--- src/rtl/mc_fetch_unit.sv ---
// mc_fetch_unit: instruction-fetch stage owning PC and IR, with a req/ack
// memory handshake and a timeout that substitutes a NOP and sets a sticky error.
module mc_fetch_unit #(
    parameter int          ADDR_W    = 8,
    parameter int          TIMEOUT   = 15,
    parameter logic [15:0] NOP_INSTR = 16'hF000
) (
    input  logic              clk,
    input  logic              reset,
    input  logic              IRWrite,
    input  logic              PCWrite,
    input  logic              pc_load,
    input  logic [ADDR_W-1:0] pc_target,
    input  logic [15:0]       imem_rdata,
    input  logic              imem_ack,
    output logic              imem_req,
    output logic [ADDR_W-1:0] imem_addr,
    output logic [ADDR_W-1:0] pc,
    output logic [15:0]       ir,
    output logic [3:0]        opcode,
    output logic [3:0]        rd,
    output logic [3:0]        rs,
    output logic [3:0]        rt,
    output logic [7:0]        imm8,
    output logic              fetch_stall,
    output logic              fetch_err
);
    typedef enum logic [1:0] {IDLE, WAIT, DONE} state_t;
    localparam logic [7:0] CNT_LAST = 8'(TIMEOUT - 1);
    state_t            state_q, state_d;
    logic [ADDR_W-1:0] pc_q, pc_d, addr_q, addr_d;
    logic [15:0]       ir_q, ir_d;
    logic [7:0]        cnt_q, cnt_d;
    logic              req_q, req_d, err_q, err_d, inc_q, inc_d;
    always_comb begin
        state_d = state_q;
        pc_d    = pc_q;
        addr_d  = addr_q;
        ir_d    = ir_q;
        cnt_d   = cnt_q;
        req_d   = req_q;
        err_d   = err_q;
        inc_d   = inc_q;
        case (state_q)
            IDLE: begin
                if (IRWrite) begin
                    addr_d  = pc_q;
                    req_d   = 1'b1;
                    inc_d   = PCWrite;
                    cnt_d   = 8'd0;
                    state_d = WAIT;
                end else if (pc_load) begin
                    pc_d = pc_target;
                end
            end
            WAIT: begin
                // an ack arriving on the last allowed cycle still counts as a capture
                if (imem_ack || cnt_q == CNT_LAST) begin
                    ir_d    = imem_ack ? imem_rdata : NOP_INSTR;
                    err_d   = err_q | ~imem_ack;
                    req_d   = 1'b0;
                    pc_d    = inc_q ? pc_q + ADDR_W'(1) : pc_q;
                    state_d = DONE;
                end else begin
                    cnt_d = cnt_q + 8'd1;
                end
            end
            DONE: begin
                state_d = IDLE;
                if (pc_load) pc_d = pc_target;
            end
            default: state_d = IDLE;
        endcase
    end
    always_ff @(posedge clk or posedge reset) begin
        if (reset) begin
            state_q <= IDLE;
            pc_q    <= '0;
            addr_q  <= '0;
            ir_q    <= '0;
            cnt_q   <= '0;
            req_q   <= 1'b0;
            err_q   <= 1'b0;
            inc_q   <= 1'b0;
        end else begin
            state_q <= state_d;
            pc_q    <= pc_d;
            addr_q  <= addr_d;
            ir_q    <= ir_d;
            cnt_q   <= cnt_d;
            req_q   <= req_d;
            err_q   <= err_d;
            inc_q   <= inc_d;
        end
    end
    assign imem_req    = req_q;
    assign imem_addr   = addr_q;
    assign pc          = pc_q;
    assign ir          = ir_q;
    assign opcode      = ir_q[15:12];
    assign rd          = ir_q[11:8];
    assign rs          = ir_q[7:4];
    assign rt          = ir_q[3:0];
    assign imm8        = ir_q[7:0];
    assign fetch_stall = (state_q == IDLE && IRWrite) || state_q == WAIT;
    assign fetch_err   = err_q;
endmodule
--- config.mk ---
export PLATFORM = sky130hd
export DESIGN_NAME = mc_fetch_unit
export DESIGN_NICKNAME = d
export VERILOG_FILES = /design/src/rtl/mc_fetch_unit.sv
export SDC_FILE = /design/constraint.sdc
export NUM_CORES = 1
export LEC_CHECK = 0
export CORE_ASPECT_RATIO = 1.4
export CORE_MARGIN = 2
export CORE_UTILIZATION = 43
export DETAILED_ROUTE_END_ITERATION = 8
export PLACE_DENSITY = 0.92
export SYNTH_ARGS = -nofsm -noshare
export SYNTH_HDL_FRONTEND = slang
export SYNTH_SLANG_ARGS = --single-unit
--- constraint.sdc ---
create_clock -name clk -period 2.5 [get_ports clk]
set_input_delay 0.5 -clock clk [delete_from_list [all_inputs] [get_ports clk]]
set_output_delay 0.5 -clock clk [all_outputs]
set_load 0.005 [all_outputs]
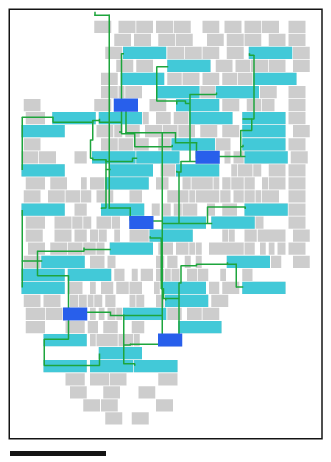
Fig. 1. Clock network drawn from the DEF.
The bar under the picture is 20 µm long.
- cyan: flip-flops (count 45)
- green: clock wires (length 527 µm)
- blue: clock-net drivers (count 5)
- routed clock nets: 6
clock network power share: 0.130
Latency at later pin: 0.31 ns
clock skew: 0.00789 ns
clock group power: 460 µW

==> deck_impl_summary.md <==
Implementation Results

GRT
  • Initial antenna violation count: 0

Run
  • Max-cap violations: 0
  • Total tool warning count: 27

STA
  • Hold WS: 0.436 ns
  • Worst-Margin Slew: 0.593 ns

Logic synthesis
  • YS chip area: 2230 µm²
  • XOR/XNOR Area Share: 0
  • Ys cells: 206
  • Synth Area per Inst: 10.8 µm²
  • Synth async-reset ratio: 1.00

Floorplan
  • Width of the die: 64.8 µm

Finish
  • Post-layout nets: 307
  • Logic cell area: 850 µm²

Setup path
  • Critical path startpoint category: register
  • Critical path's top delay family: simple AND/OR/NAND/NOR gates

Power
  • Total chip power: 3540 µW
  • LEAKAGE: 0.00131 µW
  • Sw Share: 0.327

Outcome
  • Status: completed

Routing
  • Initial DRT Pass Iterations: 4

Placed design
  • I/O Buffers: 88
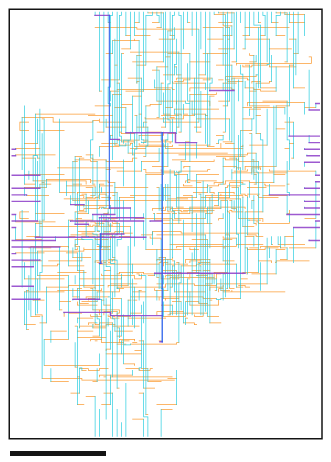
Fig. 2. Signal wires by layer.
The bar under the picture is 20 µm long.
- blue: M4 (wire length 89.8 µm)
- orange: M1 (wire length 2130 µm)
- cyan: M2 (wire length 2920 µm)
- purple: M3 (wire length 266 µm)
GR Util All Layers: 0.194
routed length per instance: 15.9 µm

No activity file was given, so power comes from the tool's default toggle rates.
